--- config.mk ---
export PLATFORM = sky130hd
export DESIGN_NAME = ciphertext_fifo
export DESIGN_NICKNAME = d
export VERILOG_FILES = /design/src/rtl/ciphertext_fifo.sv
export SDC_FILE = /design/constraint.sdc
export NUM_CORES = 1
export LEC_CHECK = 0
export ABC_AREA = 0
export CORE_MARGIN = 4
export CORE_UTILIZATION = 55
export CTS_CLUSTER_DIAMETER = 50
export DETAILED_ROUTE_END_ITERATION = 7
export GPL_TIMING_DRIVEN = 1
export HOLD_SLACK_MARGIN = 0.12
export PLACE_DENSITY_LB_ADDON = 0.15
export SYNTH_ARGS = -nofsm -noshare
export SYNTH_HDL_FRONTEND = slang
export SYNTH_SLANG_ARGS = --single-unit
--- constraint.sdc ---
create_clock -name clk -period 3.1 [get_ports clk]
set_input_delay 0.62 -clock clk [delete_from_list [all_inputs] [get_ports clk]]
set_output_delay 0.62 -clock clk [all_outputs]
set_load 0.01 [all_outputs]
--- src/rtl/ciphertext_fifo.sv ---
// First-word-fall-through buffer between the encryption core and the byte consumer.
// Rejected (invalid-plaintext) bytes are dropped and tallied in a saturating counter.
module ciphertext_fifo #(
    parameter int DEPTH  = 16,
    parameter int DATA_W = 8
) (
    input  logic                     clk,
    input  logic                     rst_n,
    input  logic                     clear,
    input  logic [DATA_W-1:0]        Char_ciphertext,
    input  logic                     C_ready,
    input  logic                     err_invalid_ptxt,
    output logic [DATA_W-1:0]        out_data,
    output logic                     out_valid,
    input  logic                     out_ready,
    output logic [$clog2(DEPTH):0]   count,
    output logic                     full,
    output logic                     empty,
    output logic                     overflow,
    output logic [7:0]               err_count
);

    localparam int AW = $clog2(DEPTH);
    localparam logic [AW:0]   CNT_FULL = (AW+1)'(DEPTH);
    localparam logic [AW:0]   CNT_ONE  = (AW+1)'(1);
    localparam logic [AW-1:0] PTR_ONE  = AW'(1);

    logic [DATA_W-1:0] mem [DEPTH];
    logic [AW-1:0]     wr_ptr;
    logic [AW-1:0]     rd_ptr;
    logic              push_req;
    logic              push;
    logic              pop;
    logic              err_hit;

    // Status flags come only from registered count, never from the handshakes.
    assign full      = (count == CNT_FULL);
    assign empty     = (count == '0);
    assign out_valid = ~empty;
    assign out_data  = empty ? '0 : mem[rd_ptr];

    assign push_req = C_ready & ~err_invalid_ptxt;
    assign err_hit  = C_ready & err_invalid_ptxt;
    assign pop      = out_valid & out_ready;
    // When full, a push only fits if the head leaves in the same cycle.
    assign push     = push_req & (~full | pop);

    always_ff @(posedge clk) begin
        if (push && !clear) begin
            mem[wr_ptr] <= Char_ciphertext;
        end
    end

    always_ff @(posedge clk or negedge rst_n) begin
        if (!rst_n) begin
            wr_ptr    <= '0;
            rd_ptr    <= '0;
            count     <= '0;
            overflow  <= 1'b0;
            err_count <= '0;
        end else if (clear) begin
            wr_ptr    <= '0;
            rd_ptr    <= '0;
            count     <= '0;
            overflow  <= 1'b0;
            err_count <= '0;
        end else begin
            if (push) begin
                wr_ptr <= wr_ptr + PTR_ONE;
            end
            if (pop) begin
                rd_ptr <= rd_ptr + PTR_ONE;
            end
            case ({push, pop})
                2'b10:   count <= count + CNT_ONE;
                2'b01:   count <= count - CNT_ONE;
                default: count <= count;
            endcase
            if (push_req && !push) begin
                overflow <= 1'b1;
            end
            if (err_hit && err_count != 8'hFF) begin
                err_count <= err_count + 8'd1;
            end
        end
    end

endmodule

==> impl_metrics.py, run 1 <==
# Generated from Yosys and OpenROAD reports
metrics = {
    "status": {
        "status": "complete, no violations",
    },
    "placement": {
        "place_congestion": 0.837,
        "io_buffers": 38,
        "hpwl_um": 8050,
    },
    "yosys": {
        "yosys-top-cells-count": "128 x edfxtp_1, 38 x nor2_1, 32 x mux4_2, 22 x dfrtp_1, 21 x mux2i_1",
        "edf_count": 128,
        "synth_top_flop_cell": "edfxtp_1",
        "ys_types": 43,
        "logic_family": "multiplexers",
        "syn_area_per_cell_um2": 17.4,
        "synthesis.nets": 387,
        "most_common_cell": "edfxtp_1",
        "netlist_instances": 363,
        "ys_warn_count": 0,
        "top_area_share_pct": 60.7,
    },
    "power_and_ir_drop": {
        "top_power_group": "sequential cells",
        "powerDensity_nw_per_um2": 726,
        "switching_share_pct": 25.6,
        "power.total_mw": 5.66,
        "leakagePower_nw": 2.73,
        "intPower_mw": 4.21,
        "seq-power_mw": 2.30,
        "pwr-share-clk_pct": 36.3,
    },
    "clock_network": {
        "clock_latency_ps": 410,
        "cts-root-buf": "clkbuf_16",
        "cts_hold_buf": 0,
        "htreeDepth": 4,
        "clock-sinks": 150,
        "clk_pin_slew_worst_paths_ps": 60,
        "numCtsBuffers": 17,
    },
    "floorplan": {
        "fp_util_pct": 57.4,
        "taps": 140,
        "num_rows": 38,
        "chip_area_um2": 13300,
        "core_um2": 11000,
    },
    "layout": {
        "logic_area_um2": 1840,
        "final-nonclk-buf-share_pct": 9.35,
        "n_antenna_cell": 0,
        "final_util_pct": 70.6,
        "multi_input_comb_cells": 185,
        "seq_area_um2": 4400,
        "lay_top_cells": "128 x edfxtp_1, 38 x nor2_1, 34 x buf_4, 33 x clkdlybuf4s50_1, 32 x mux4_2",
        "sh_seq_area_pct": 56.4,
    },
    "route": {
        "routed_via_density": 5.83,
        "drt_pass1_iterations": 4,
        "drt-initial-drc-count": 302,
        "drc": 0,
        "vias": 3464,
        "wl_per_cell_um": 21.6,
        "wirelength_um": 12800,
    },
    "worst_hold_path": {
        "holdPathStages": 2,
        "worstHoldStart": "overflow",
        "hold_end": "overflow",
    },
    "setup_path": {
        "worstSetupStartpointType": "flip-flop",
        "reg2reg_to": "count[4]",
        "worstSetupPathType": "flip-flop to output port",
        "worst-r2r-cell-count": 8,
        "critical_path.endpoint": "out_data[3]",
        "crit_path_top_delay_cell": "mux4_2",
        "reg2reg_slack_ps": 560,
        "crit_cells": 5,
        "cp-startpoint": "rd_ptr[0]",
        "cp_top_family": "multiplexers",
        "worst-path-buf-inv": 2,
        "r2r-start": "count[0]",
    },
    "timing": {
        "max_freq_mhz": 333,
        "max_slew_margin_pct": 58.0,
        "hold_viol": 0,
        "post-route-period-util_pct": 97.0,
        "rsz0062_at_grt": "no",
        "fin_hold_ws_ps": 508,
        "period_minus_slack_ps": 3010,
        "slew_violations": 0,
    },
    "global_route": {
        "grt_pass1_vias": 3623,
        "antenna_found_initial": 0,
    },
    "job": {
        "tool_warnings": 29,
    },
}
-- run 1: layer usage --
layer | vias up | track usage, % | routed length (µm)
li1 | 1589 | - | -
met1 | 1756 | 27.9 | 5300
met2 | 105 | 36.3 | 6610
met3 | 14 | 6.16 | 760
met4 | 0 | 5.95 | 138
met5 | - | 0 | 0
-- run 1: state kept, by name, indices dropped and copies added, names as in the netlist --
| signal | count |
|---|---|
| wr_ptr | 4 |
| rd_ptr | 4 |
| overflow | 1 |
| count | 5 |
| mem | 128 |
| err_count | 8 |
-- run 1: tightest hold or removal path, stage by stage, from the launching register on --
cell,delay (ps)
dfrtp_1,350
a21oi_1,50
nor2_1,70
-- run 1: repair_timing --
action,in CTS,in global routing
setup buffers,3,0
gates resized,2,9
setup endpoints to repair,8,8
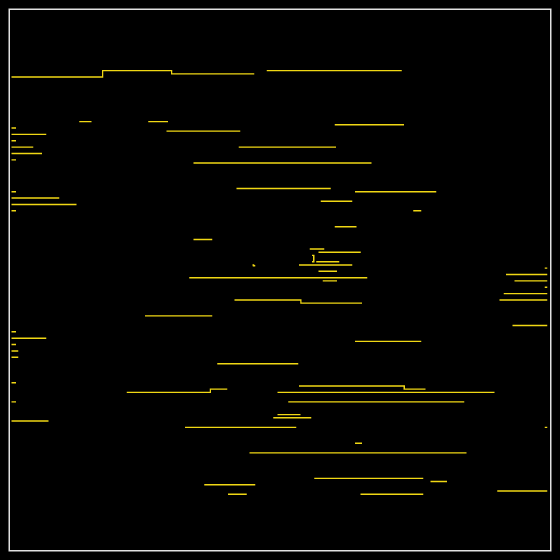
Figure 1: run 1, metal 3.
share of all routed wire: 5.9%
longest straight run: 46.0 µm
wire length on this layer: 761 µm

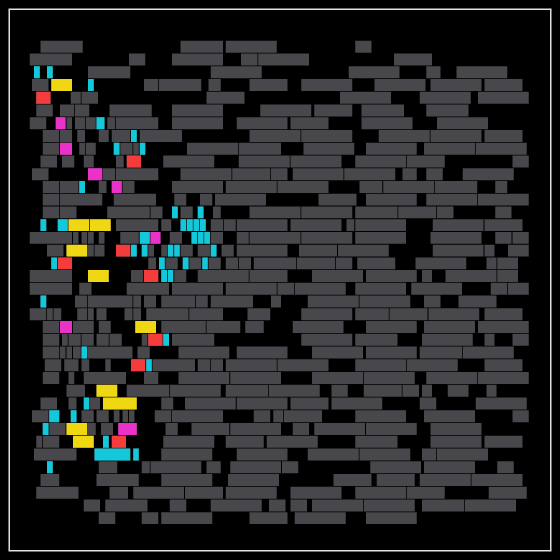
Figure 2: run 1, logic cells by family.
legend:
  adder and majority cells:
    color: yellow
    cells: 10
  NOR gates:
    color: cyan
    cells: 43
  AND and OR gates:
    color: magenta
    cells: 7
  XOR/XNOR gates:
    color: red
    cells: 8

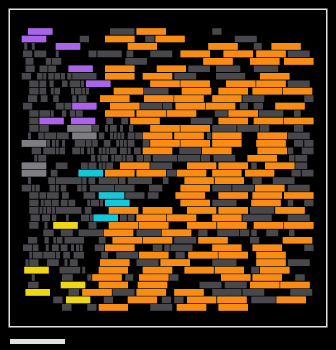
Figure 3: run 1, sequential cells grouped by signal name.
The bar under the picture is 20 µm long. Other sequential cells in the stronger gray, the rest of the logic in the fainter gray.
legend:
  err_count:
    color: purple
    sequential_cells: 8
    where: upper left
  mem:
    color: orange
    sequential_cells: 128
  rd_ptr:
    color: cyan
    sequential_cells: 4
  count:
    color: yellow
    sequential_cells: 5
    where: lower left
not colored: 5

Figure 4. Routing congestion (run 1).
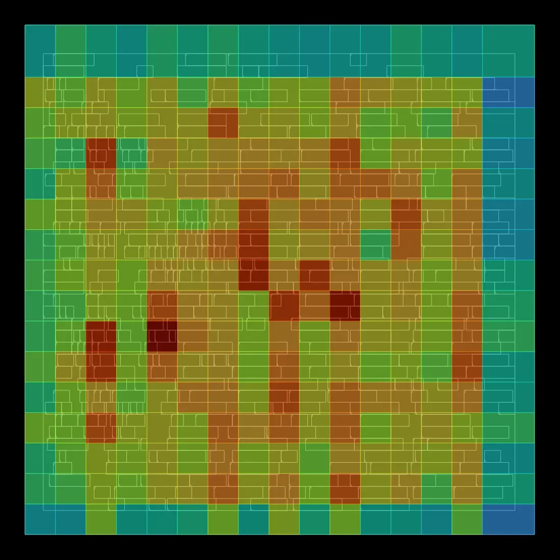

==> run 1 -> run 2 <==
--- a/config.mk
+++ b/config.mk
@@ -13,6 +13,7 @@
 export GPL_TIMING_DRIVEN = 1
 export HOLD_SLACK_MARGIN = 0.12
 export PLACE_DENSITY_LB_ADDON = 0.15
+export RECOVER_POWER = 50
 export SYNTH_ARGS = -nofsm -noshare
 export SYNTH_HDL_FRONTEND = slang
 export SYNTH_SLANG_ARGS = --single-unit
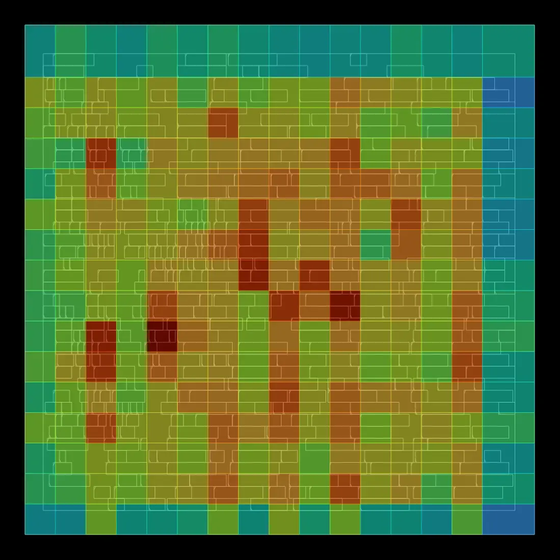
Figure 5: run 2, routing congestion.
WL per Instance: 21.6 µm
fin util: 70.5%
routing usage on met3: 6.16%

==> impl_metrics.py, run 2 <==
# Generated from Yosys and OpenROAD reports
metrics = {
    "status": {
        "status": "complete, no violations",
    },
    "layout": {
        "largest_reg_flops": 128,
        "logic_area_um2": 1840,
        "seq_area_um2": 4400,
        "top_regs": "mem (128), err_count (8), count (5)",
        "top_register": "mem",
    },
    "clock_network": {
        "clk_pin_slew_worst_paths_ps": 60,
        "clock-sinks": 150,
        "clock_latency_ps": 410,
        "cts_resized": 2,
        "post-cts-setup-buffer-count": 3,
        "cts-root-buf": "clkbuf_16",
        "htreeDepth": 4,
        "cts_hold_buf": 0,
    },
    "timing": {
        "post-route-period-util_pct": 97.0,
        "fin_hold_ws_ps": 508,
        "period_minus_slack_ps": 3010,
        "slew_violations": 0,
    },
    "power_and_ir_drop": {
        "seq-power_mw": 2.30,
        "power.total_mw": 5.65,
        "powerDensity_nw_per_um2": 726,
        "switching_share_pct": 25.7,
        "pwr-share-clk_pct": 36.4,
        "top_power_group": "sequential cells",
        "leakagePower_nw": 2.72,
        "intPower_mw": 4.20,
    },
    "route": {
        "wl_met2_um": 6670,
        "wirelength_um": 12800,
        "drc": 0,
        "vias": 3470,
        "highest_layer": "met4",
        "routed_via_density": 5.84,
        "drt-initial-drc-count": 315,
    },
    "yosys": {
        "edf_count": 128,
        "synthesis.nets": 387,
        "most_common_cell": "edfxtp_1",
        "ys_types": 43,
        "top_area_share_pct": 60.7,
        "netlist_instances": 363,
        "yosys-top-cells-count": "128 x edfxtp_1, 38 x nor2_1, 32 x mux4_2, 22 x dfrtp_1, 21 x mux2i_1",
        "logic_family": "multiplexers",
        "ys_warn_count": 0,
    },
    "setup_path": {
        "worstSetupStartpointType": "flip-flop",
        "crit_cells": 5,
        "reg2reg_slack_ps": 540,
        "cp_top_family": "multiplexers",
        "worst-r2r-cell-count": 9,
        "cp-startpoint": "rd_ptr[0]",
        "reg2reg_to": "count[4]",
        "worst-path-buf-inv": 2,
        "r2r-start": "count[0]",
        "worstSetupPathType": "flip-flop to output port",
        "crit_path_top_delay_cell": "mux4_2",
    },
    "floorplan": {
        "chip_area_um2": 13300,
        "fp_util_pct": 57.4,
        "core_um2": 11000,
    },
    "job": {
        "tool_warnings": 29,
    },
    "worst_hold_path": {
        "holdPathStages": 2,
    },
    "placement": {
        "place_congestion": 0.837,
        "hpwl_um": 8050,
    },
    "global_route": {
        "grt_use_met2_pct": 36.3,
        "busiest_layer": "met2",
    },
}
-- run 2: cell counts after synthesis --
Identical to the previous run, type by type.
-- run 2: layout make-up --
| cell class | instances | area share, % |
|---|---|---|
| Multi-Input combinational cell | 185 | 23.7 |
| Timing Repair Buffer | 76 | 9.22 |
| Inverter | 11 | 0.531 |
| Clock buffer | 17 | 5.47 |
| Sequential cell | 150 | 56.5 |
| Clock inverter | 15 | 2.32 |
| Tap cell | 140 | 2.25 |
-- run 2: worst min path at each step --
stage / from / to / slack [ps]
after floorplan: rst_n / count[0] / 320
after global placement: overflow / overflow / 500
after CTS: overflow / overflow / 520
after global routing: overflow / overflow / 560
final: overflow / overflow / 510
after detailed placement: overflow / overflow / 500
-- run 2: worst min-delay path: stages, from the launching register on --
cell and delay [ps]:
dfrtp_1 350, a21oi_1 50, nor2_1 70
Figure 6. Logic cells by family (run 2).
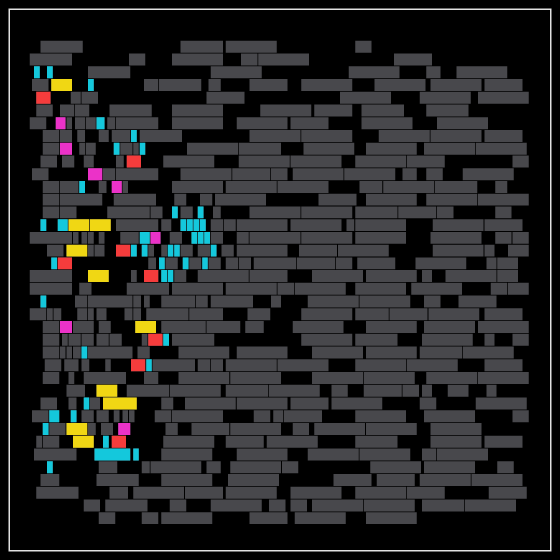

==> run 2 -> run 3 <==
--- a/config.mk
+++ b/config.mk
@@ -14,6 +14,7 @@
 export HOLD_SLACK_MARGIN = 0.12
 export PLACE_DENSITY_LB_ADDON = 0.15
 export RECOVER_POWER = 50
+export SKIP_LAST_GASP = 1
 export SYNTH_ARGS = -nofsm -noshare
 export SYNTH_HDL_FRONTEND = slang
 export SYNTH_SLANG_ARGS = --single-unit
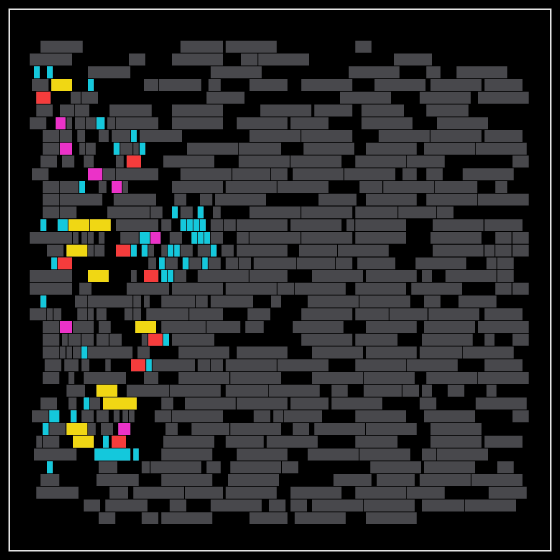
Figure 7: run 3, logic cells by family.
legend:
  adder and majority cells:
    color: yellow
    cells: 10
  AND and OR gates:
    color: magenta
    cells: 7
  XOR/XNOR gates:
    color: red
    cells: 8
  NOR gates:
    color: cyan
    cells: 43

==> impl_metrics.py, run 3 <==
# Generated from Yosys and OpenROAD reports
metrics = {
    "status": {
        "status": "complete, no violations",
    },
    "setup_path": {
        "worst-path-buf-inv": 2,
        "crit_cells": 5,
        "r2r-start": "count[0]",
        "worstSetupPathType": "flip-flop to output port",
        "cpPeakStageDelay_ps": 540,
        "cp_top_family": "multiplexers",
        "cp-startpoint": "rd_ptr[0]",
        "worst-r2r-cell-count": 9,
        "crit_path_top_delay_cell": "mux4_2",
        "crit_fanout": 14,
        "worstPathCellList": "buf_12, mux4_2, mux2i_1, o22ai_1, clkdlybuf4s50_1",
        "reg2reg_slack_ps": 540,
        "critical_path.endpoint": "out_data[0]",
        "worstSetupStartpointType": "flip-flop",
        "reg2reg_to": "count[4]",
    },
    "layout": {
        "largest_reg_flops": 128,
        "multi_input_comb_cells": 185,
        "logic_area_um2": 1840,
        "n_clock_buffer": 17,
        "final_util_pct": 70.4,
        "fillers": 727,
        "top_register": "mem",
        "sh_seq_area_pct": 56.6,
        "sh_comb_area_pct": 23.7,
        "top_regs": "mem (128), err_count (8), count (5)",
        "nonClockBufferCount": 76,
        "nNetsFinal": 465,
        "n_antenna_cell": 0,
        "final-nonclk-buf-share_pct": 9.07,
        "nNonClkInverters": 11,
        "lay_top_cells": "128 x edfxtp_1, 38 x nor2_1, 32 x mux4_2, 31 x buf_4, 28 x clkdlybuf4s50_1",
        "lay_top_count": "edfxtp_1",
        "flops": 150,
        "seq_area_um2": 4400,
        "dominant_cells": "sequential cells",
        "clk_share_pct": 7.80,
    },
    "timing": {
        "max_slew_margin_pct": 57.8,
        "post-route-period-util_pct": 97.6,
        "hold_viol": 0,
        "rsz0062_at_grt": "yes",
        "period_minus_slack_ps": 3030,
        "worst_slew_pin_slew_ps": 631,
        "finalSetupViolCount": 0,
        "timing.setup.tns_ps": 0,
        "max_freq_mhz": 330,
        "slew_violations": 0,
    },
    "clock_network": {
        "clock_latency_ps": 410,
        "numCtsBuffers": 17,
        "clk_pin_slew_worst_paths_ps": 60,
        "htreeDepth": 4,
        "cts_hold_buf": 0,
        "post-cts-setup-buffer-count": 3,
        "cts_tree": "yes",
        "cts-root-buf": "clkbuf_16",
        "cts_resized": 2,
        "clock-sinks": 150,
    },
    "yosys": {
        "top_area_share_pct": 60.7,
        "ys_ff": 150,
        "syn-cell-area_um2": 6330,
        "syn_area_per_cell_um2": 17.4,
        "ys_types": 43,
        "synthesis.nets": 387,
        "yosysTopAreaCell": "edfxtp_1",
        "netlist_instances": 363,
        "edf_count": 128,
        "ys_warn_count": 0,
        "ys_chip_area_um2": 6330,
        "most_common_cell": "edfxtp_1",
        "async_flop_share_pct": 14.7,
        "yosys-top-cells-count": "128 x edfxtp_1, 38 x nor2_1, 32 x mux4_2, 22 x dfrtp_1, 21 x mux2i_1",
        "seq_area_frac_synth_pct": 69.4,
        "synth_top_flop_cell": "edfxtp_1",
    },
    "global_route": {
        "grt_use_met2_pct": 36.3,
        "grt_usage_pct": 21.6,
        "antenna_found_initial": 0,
        "grt_max_degree": 33,
        "grt_use_met1_pct": 27.9,
        "grt_first_pass_wirelength_um": 20400,
        "busiest_layer": "met2",
        "grt_use_met3_pct": 6.16,
        "grt_pass1_vias": 3623,
    },
    "floorplan": {
        "core_um2": 11000,
        "num_rows": 38,
        "fp_util_pct": 57.4,
        "die_w_um": 115,
        "chip_area_um2": 13300,
        "taps": 140,
    },
    "route": {
        "highest_layer": "met4",
        "wl_met1_um": 5200,
        "drc": 0,
        "wl_per_cell_um": 21.7,
        "drt-initial-drc-count": 303,
        "vias": 3460,
        "dr_wl_met3_um": 857,
        "drt_pass1_iterations": 4,
        "routed_via_density": 5.82,
        "wl_met2_um": 6700,
        "wirelength_um": 12900,
    },
    "worst_hold_path": {
        "hold_end": "overflow",
        "worstHoldStart": "overflow",
        "holdPathStages": 2,
    },
    "power_and_ir_drop": {
        "vdd_drop_max_v": 0.000464,
        "powerDensity_nw_per_um2": 729,
        "leakagePower_nw": 2.66,
    },
    "job": {
        "tool_warnings": 30,
    },
    "placement": {
        "io_buffers": 38,
        "place_congestion": 0.837,
        "hpwl_um": 8050,
    },
}
run 3: cell counts after synthesis:
No cell type changed its count.
run 3: report_power, final:
group	internal (mW)	switching, mW
combinational	0.705	0.596
clock	1.27	0.791
sequential	2.23	0.0685
run 3: tightest hold or removal path: stages (launching register included):
cell and delay [ps]:
dfrtp_1 350, a21oi_1 50, nor2_1 70
run 3: kinds of logic after synthesis:
kind of cell	count (synthesis)	share of synthesized area, %
AOI/OAI and AO/OA	31	3.97
xor gates and xnor gates	8	1.11
adders and majority gates	10	2.09
buffers and inverters	28	1.80
DFF	150	69.4
muxes	59	15.8
and+or+nand+nor	77	5.85
run 3: per-stage QoR:
step,power [mW],hold WS (ps)
floorplan,3.10,324
global placement,3.59,497
detailed placement,3.61,501
CTS,5.72,518
global route,5.93,562
finish,5.66,508
No activity file was given, so power comes from the tool's default toggle rates.
